**src/rtl/ascon_block_pad.sv**
```systemverilog
// Byte-stream to 64-bit block packer with ASCON-128 0x80 padding.
// Bytes are packed big-endian; the final block of every message carries the pad.
module ascon_block_pad (
    input  logic        clock,
    input  logic        reset_n,
    input  logic [7:0]  i_byte,
    input  logic        i_byte_valid,
    input  logic        i_byte_last,
    input  logic        i_byte_empty,
    output logic        o_byte_ready,
    output logic [63:0] o_data,
    output logic        o_data_valid,
    output logic        o_data_last,
    input  logic        i_data_ready
);
    typedef enum logic [1:0] {FILL, OUT, OUT_PAD} state_t;

    state_t     state;
    logic [2:0] idx;
    logic       pad_pending;
    logic       beat;
    logic       blk_xfer;

    assign beat     = i_byte_valid && o_byte_ready;
    assign blk_xfer = o_data_valid && i_data_ready;

    // Byte position 0 is the most significant byte of the block.
    function automatic logic [63:0] put_byte(input logic [63:0] d,
                                             input logic [2:0]  pos,
                                             input logic [7:0]  b);
        logic [63:0] r;
        r = d;
        for (int k = 0; k < 8; k++) begin
            if (pos == 3'(k)) r[63-8*k -: 8] = b;
        end
        return r;
    endfunction

    // o_data doubles as the assembly buffer, so unwritten bytes are always zero.
    always_ff @(posedge clock or negedge reset_n) begin
        if (!reset_n) begin
            state        <= FILL;
            idx          <= 3'd0;
            pad_pending  <= 1'b0;
            o_data       <= 64'd0;
            o_data_valid <= 1'b0;
            o_data_last  <= 1'b0;
            o_byte_ready <= 1'b0;
        end else begin
            case (state)
                FILL: begin
                    o_byte_ready <= 1'b1;
                    if (beat) begin
                        if (i_byte_empty) begin
                            if (i_byte_last) begin
                                o_data       <= put_byte(o_data, idx, 8'h80);
                                o_data_last  <= 1'b1;
                                o_data_valid <= 1'b1;
                                o_byte_ready <= 1'b0;
                                state        <= OUT;
                            end
                        end else if (i_byte_last) begin
                            o_data_valid <= 1'b1;
                            o_byte_ready <= 1'b0;
                            state        <= OUT;
                            if (idx == 3'd7) begin
                                o_data      <= put_byte(o_data, idx, i_byte);
                                o_data_last <= 1'b0;
                                pad_pending <= 1'b1;
                            end else begin
                                o_data      <= put_byte(put_byte(o_data, idx, i_byte),
                                                        idx + 3'd1, 8'h80);
                                o_data_last <= 1'b1;
                            end
                        end else begin
                            o_data <= put_byte(o_data, idx, i_byte);
                            if (idx == 3'd7) begin
                                pad_pending  <= 1'b0;
                                o_data_valid <= 1'b1;
                                o_byte_ready <= 1'b0;
                                state        <= OUT;
                            end else begin
                                idx <= idx + 3'd1;
                            end
                        end
                    end
                end
                OUT, OUT_PAD: begin
                    if (blk_xfer) begin
                        if (state == OUT && pad_pending) begin
                            o_data      <= 64'h8000_0000_0000_0000;
                            o_data_last <= 1'b1;
                            pad_pending <= 1'b0;
                            state       <= OUT_PAD;
                        end else begin
                            o_data       <= 64'd0;
                            o_data_last  <= 1'b0;
                            o_data_valid <= 1'b0;
                            o_byte_ready <= 1'b1;
                            idx          <= 3'd0;
                            state        <= FILL;
                        end
                    end
                end
                default: state <= FILL;
            endcase
        end
    end
endmodule

```
**config.mk**
```make
export PLATFORM = sky130hd
export DESIGN_NAME = ascon_block_pad
export DESIGN_NICKNAME = d
export VERILOG_FILES = /design/src/rtl/ascon_block_pad.sv
export SDC_FILE = /design/constraint.sdc
export NUM_CORES = 1
export LEC_CHECK = 0
export ABC_AREA = 1
export CAP_MARGIN = 10
export CORE_UTILIZATION = 45
export CTS_CLUSTER_SIZE = 24
export DETAILED_ROUTE_END_ITERATION = 10
export HOLD_SLACK_MARGIN = 0.05
export PLACE_DENSITY = 0.71
export SYNTH_ARGS = -nofsm -noshare
export SYNTH_HDL_FRONTEND = slang
export SYNTH_SLANG_ARGS = --single-unit
```
**constraint.sdc**
```tcl
create_clock -name clock -period 2.25 [get_ports clock]
set_input_delay 0.3375 -clock clock [delete_from_list [all_inputs] [get_ports clock]]
set_output_delay 0.3375 -clock clock [all_outputs]
set_load 0.02 [all_outputs]
```
**Run 1: M2 wires**

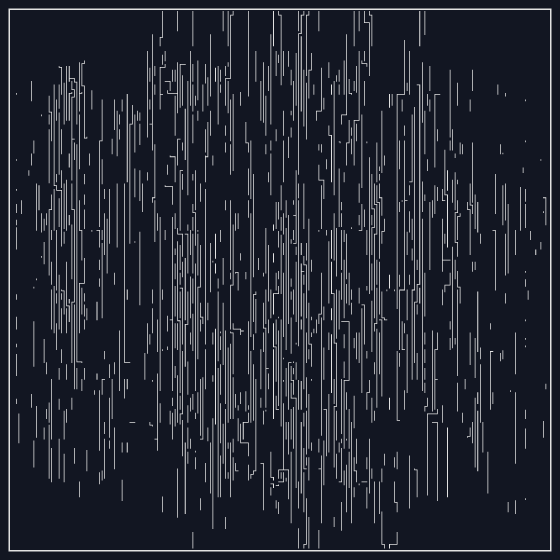
The wires run mostly vertical. The layer holds 46% of the routed length.

**Run 1: metal 3**

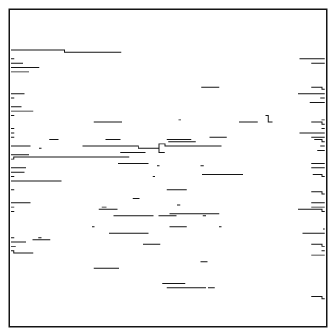
81 nets have wire on it. The layer carries 509 microns of wire. The layer holds 4.7% of the routed length.

**Run 1: met4 routing**

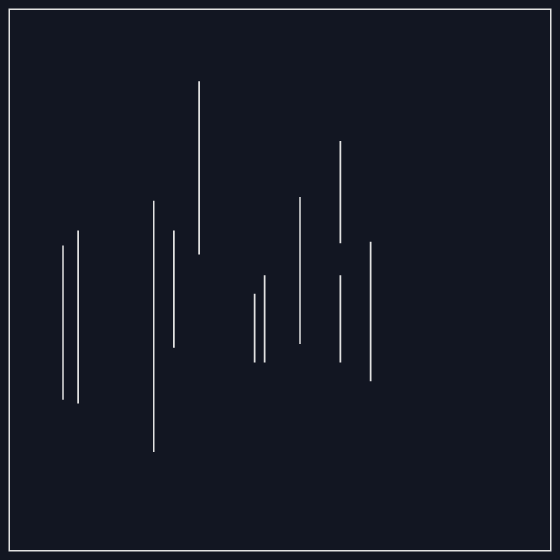
The layer carries 271 microns of wire. The longest straight run is 45.6 microns. The layer holds 2.5% of the routed length.

**Run 1: track usage over the die**

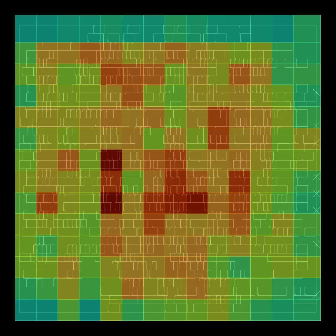
Top Usage Layer GRT: met2
M1 GR Usage: 32.0%
GRT met3 Usage: 4.18%
WL/cell: 13.5 microns

==> reports/qor.yml, run 1 <==
yosys:
  synthTopCellsByArea: "dfrtp_1 (44%), nand2_1 (18%), nor2_1 (9.0%), inv_1 (8.3%), nand3_1 (4.7%)"
  synth_top_area_share_pct: 43.6
  synth_area_sq_um: 4190
  fp_nets: 621
  postSynth.asyncResetShare_pct: 100
  ys_cells: 598
  synth_seq_share_pct: 43.6
  ys_sh_adder_pct: 2.69
  synth.ff_latch_count: 73
  synth_cells: 598
  synth_xor_xnor_area_share_pct: 0
  edf_count: 0
  synthAoiAreaFrac_pct: 4.99
cells_and_area:
  finish.instance_area_sq_um: 5310
  top_area_cell_class: "logic gates"
  top_register: "o_data"
  n_antenna_cell: 0
  ff_count: 73
  layout_top_cell: "nand2_1"
  reg_top3: "o_data x64, idx x3, state x2"
  largest_register_ffs: 64
  combGateArea_sq_um: 1870
  final_core_util_pct: 60.0
  final_cells: 797
  clkbuf_count: 10
  seq_area_share_pct: 34.4
  buf_share_pct: 16.8
  nNonClkBuffers: 91
  clk_share_pct: 4.13
  drive_gt1_share_pct: 7.40
cts:
  cts_tree: "built"
  clk_latency_ns: 0.36
  cts_resized: 0
  clkTransAtPathRegs_ns: 0.08
  cts_root_buf: "clkbuf_8"
  holdBufCountCts: 1
  cts_setup_buffers: 0
  cts_buffers: 9
  htreeDepth: 3
  clock_path_buffers: 2
sta:
  setup_viol_count_final: 0
  layout_setup_ws_ns: 0.272
  fin_tns_setup_ns: 0
  fin_worst_skew_ns: 0.0124
  rsz0062_at_grt: "false"
  finalHoldViolCount: 0
  relSlewSlack_pct: 65.6
  tightest_slew_ns: 0.514
  final.period_utilization_pct: 87.9
  fmax_mhz: 506
  slew_violations: 0
global_route:
  grt_pass1_vias: 3795
  use_met2_pct: 37.3
  grt_pass1_wl_microns: 18100
  grt_start_max_net_pins: 74
  antenna_found_initial: 0
  grt.overflow.total: 0
  grtUsageTotal_pct: 23.8
min_path:
  hp-start: "o_data[2]"
  min_delay_path_depth: 2
  hold_end: "o_data[2]"
  min_path_type: "reg2reg"
detailed_routing:
  viasPerCell: 4.92
  num_vias: 3923
  drt_pass1_iterations: 10
  drc: 8
  wl_met3_microns: 508
  antenna_left: 0
  route.met2.wl_microns: 4990
  m1WireLength_microns: 5030
  drt_wl_total_microns: 10800
critical_path:
  worstPathMaxFanout: 8
  end_kind: "flip-flop"
  r2r_end: "o_data[17]"
  crit_path_max_incr_delay_ns: 0.45
  cp_data_arrival_time_ns: 2.22
  worstPathCellList: "ha_1, nand2_4, inv_1, nor2_1, nand3_1, nand2_1, nand2_1, nand2_1, nor2_1"
  crit_end: "o_data[17]"
  crit_path_start: "idx[0]"
  r2r_cells: 9
  crit_top_cell: "nand2_1"
  ff2ff_setup_slack_ns: 0.27
  worst-setup-path-type: "reg2reg"
  cp-start-kind: "flip-flop"
  crit_cells: 9
  crit_slowest_cell: "dfrtp_1"
  crit_family: "simple AND/OR/NAND/NOR gates"
power:
  power-top-group: "sequential cells"
  peakVddDrop_mv: 0.307
  leakage_nw: 2.93
  powerComb_mw: 0.101
  p_sw_share_pct: 23.3
  combPwrFrac_pct: 3.9
  power.total_mw: 2.57
  power_clock_mw: 1.16
  pwr-share-seq_pct: 51.0
  powerSeq_mw: 1.31
  intPower_mw: 1.97
floorplanning:
  die_h_microns: 98.5
  pin_count: 81
  dieArea_sq_um: 9700
  die_w_microns: 98.5
  fp_util_pct: 47.4
  nWellTaps: 108
job:
  drv_cap: 0
  warnings: 33
run_status:
  status: "finished with violations"
  violations: "design-rule violations"
placement:
  dp_slack_ns: 0.208
  placed_cells: 780
  io_buffers: 80
## Run 2: what changed since run 1
Settings changed: HOLD_SLACK_MARGIN 0.05 to not set.
==> run 2 against run 1 <==
The run still ends with design-rule violations left. Critical endpoint unchanged. Maximum frequency grew 0.84%. Total power shrank 0.20%. Hold slack lost 0.48 ns. Clock skew grew 0.00076 ns. Clock-buffer cell count is the same. Die size is the same. Largest cell class unchanged. Final cell count shrank 0.13%. Highest routed layer unchanged. Register-to-register slack gained 0.02 ns. Sequential power is essentially flat. Clock power is essentially flat. First-iteration DRC count grew 10%. Global-route usage is the same.
==> reports/qor.yml, run 2 <==
run_status:
  status: "finished with violations"
  violations: "design-rule violations"
cells_and_area:
  multi_input_comb_cells: 413
  nets: 706
  clkbuf_count: 10  # unchanged
  final_cell_mix: "nand2_1 (198), nor2_1 (101), inv_1 (93)"
  combGateArea_sq_um: 1870  # unchanged
  buf_share_pct: 16.7  # -0.16 points
  reg_top3: "o_data x64, idx x3, state x2"
  top_register: "o_data"
  clk_share_pct: 4.13  # +0.0078 points
  seq_area_share_pct: 34.5  # +0.065 points
  syn_to_final_growth_pct: 26.4
  fill_cells: 851
  finish.instance_area_sq_um: 5300  # -0.19%
  nNonClkBuffers: 90  # -1.1%
  ff_count: 73  # unchanged
  largest_register_ffs: 64  # unchanged
  final_cells: 796  # -0.13%
  inverters_excl_clock: 96
  comb_share_pct: 35.4
  final_core_util_pct: 59.9  # -0.11 points
  n_antenna_cell: 0  # unchanged
  seq_area_sq_um: 1830
  layout_top_cell: "nand2_1"
  drive_gt1_share_pct: 7.41  # +0.011 points
  top_area_cell_class: "logic gates"
detailed_routing:
  m1WireLength_microns: 5010  # -0.52%
  top_layer_used: "met4"
  num_vias: 3902  # -0.54%
  drt_pass1_iterations: 10  # unchanged
  drc: 8  # unchanged
  drt_iter0_markers: 246
  drt_wl_total_microns: 10700  # -0.92%
  viasPerCell: 4.90  # -0.41%
  wl_met3_microns: 499  # -1.8%
  post_drt_wl_per_cell_microns: 13.4  # -0.79%
  route.met2.wl_microns: 4920  # -1.3%
  antenna_left: 0  # unchanged
power:
  combPwrFrac_pct: 3.9  # about the same
  p_clk_share_pct: 45.0
  power.total_mw: 2.57  # -0.20%
  power_density_nw_per_um2: 484
  power_clock_mw: 1.16  # about the same
  leakage_nw: 2.92  # -0.14%
  intPower_mw: 1.97  # about the same
  powerSeq_mw: 1.31  # about the same
  peakVddDrop_mv: 0.304  # -0.84%
  powerComb_mw: 0.0996  # about the same
  power-top-group: "sequential cells"
  netSwitchingPower_mw: 0.595
  p_sw_share_pct: 23.2  # -0.10 points
  pwr-share-seq_pct: 51.1  # about the same
global_route:
  use_met1_pct: 32.0  # unchanged
  antenna_found_initial: 0  # unchanged
  use_met3_pct: 4.18  # unchanged
  grt_most_used_layer: "met2"
  grt_start_max_net_pins: 74  # unchanged
  use_met2_pct: 37.3  # unchanged
  grt_pass1_vias: 3795  # unchanged
  grt_pass1_wl_microns: 18100  # unchanged
  grtUsageTotal_pct: 23.8  # unchanged
  grt.overflow.total: 0  # unchanged
cts:
  cts_buffers: 9  # unchanged
  cts_tree: "built"
  cts_root_buf: "clkbuf_8"
  cts_resized: 0  # unchanged
  holdBufCountCts: 0  # -1
  clk_latency_ns: 0.36  # about the same
  clkTransAtPathRegs_ns: 0.09  # about the same
  clock_path_buffers: 2  # unchanged
  htreeDepth: 3  # unchanged
  cts_setup_buffers: 0  # unchanged
critical_path:
  cp-start-kind: "flip-flop"
  r2r_end: "o_data[17]"
  r2r_cells: 9  # unchanged
  worstPathMaxFanout: 8  # unchanged
  crit_end: "o_data[17]"
  end_kind: "flip-flop"
  crit_path_start: "idx[0]"
  crit_slowest_cell: "dfrtp_1"
  crit_family: "simple AND/OR/NAND/NOR gates"
  worstPathRequired_ns: 2.49
  critPathBufInv: 1
  crit_cells: 9  # unchanged
  rr_startpoint: "idx[0]"
  crit_path_max_incr_delay_ns: 0.45  # about the same
  worst-setup-path-type: "reg2reg"
  ff2ff_setup_slack_ns: 0.29  # +0.02 ns
  worstPathCellList: "ha_1, nand2_4, inv_1, nor2_1, nand3_1, nand2_1, nand2_1, nand2_1, nor2_1"
  crit_top_cell: "nand2_1"
  cp_data_arrival_time_ns: 2.21  # about the same
yosys:
  simple_gate_area_share_pct: 37.0
  synth_top_area_share_pct: 43.6  # unchanged
  postSynth.asyncResetShare_pct: 100  # unchanged
  synth.ff_latch_count: 73  # unchanged
  synth_xor_xnor_area_share_pct: 0  # unchanged
  synth.comb.largest_family: "simple AND/OR/NAND/NOR gates"
  avgSynthCellArea_sq_um: 7.01
  synthTopCellsByArea: "dfrtp_1 (44%), nand2_1 (18%), nor2_1 (9.0%), inv_1 (8.3%), nand3_1 (4.7%)"
  synth_area_sq_um: 4190  # unchanged
  yosysWarnings: 0
  mux_share_pct: 0
  synth_cells: 598  # unchanged
  ys_sh_adder_pct: 2.69  # unchanged
  edf_count: 0  # unchanged
  synth_seq_share_pct: 43.6  # unchanged
  synthAoiAreaFrac_pct: 4.99  # unchanged
  fp_nets: 621  # unchanged
  ys_cells: 598  # unchanged
  flop_cell: "dfrtp_1"
  yosys-stat-area_sq_um: 4190
  top_cells_by_count: "nand2_1 (198), nor2_1 (101), inv_1 (93), dfrtp_1 (73), nand3_1 (39)"
placement:
  dp_slack_ns: 0.208  # unchanged
  gp_congestion: 0.959
  placed_area_sq_um: 5080
  placed_cells: 780  # unchanged
  dpl.hpwl_microns: 7680
  io_buffers: 80  # unchanged
sta:
  rsz0062_at_grt: "false"
  slew_violations: 0  # unchanged
  setup_viol_count_final: 0  # unchanged
  fmax_mhz: 510  # +0.84%
  fin_worst_skew_ns: 0.0131  # +0.000755 ns
  finalHoldViolCount: 0  # unchanged
  relSlewSlack_pct: 66.1  # +0.47 points
  fin_tns_setup_ns: 0  # unchanged
  tightest_slew_ns: 0.507  # -0.00699 ns
  final.period_utilization_pct: 87.2  # -0.73 points
  layout_setup_ws_ns: 0.288  # +0.0165 ns
floorplanning:
  fp_util_pct: 47.4  # unchanged
  rows: 34
  dieArea_sq_um: 9700  # unchanged
  pin_count: 81  # unchanged
  die_h_microns: 98.5  # unchanged
  die_w_microns: 98.5  # unchanged
  nWellTaps: 108  # unchanged
job:
  drv_cap: 0  # unchanged
  warnings: 33  # unchanged
min_path:
  min_path_type: "in2async"
**Run 2: met1 routing**

Scale bar: 20 microns.
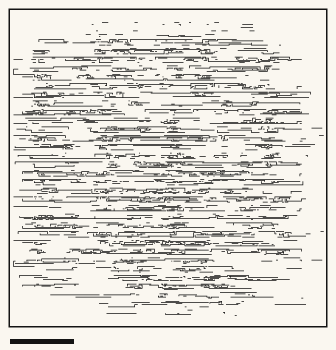
The layer holds 47% of the routed length. The wires run mostly horizontal.

**Run 2: met4 routing**

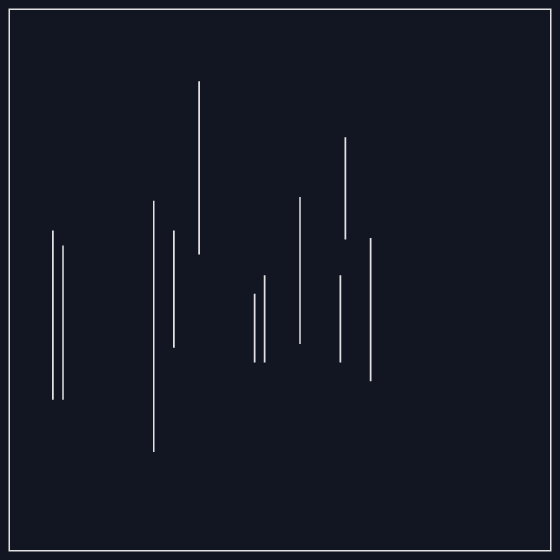
The wires run mostly vertical. The layer holds 2.5% of the routed length.

Power is estimated from default activity; no workload was simulated.
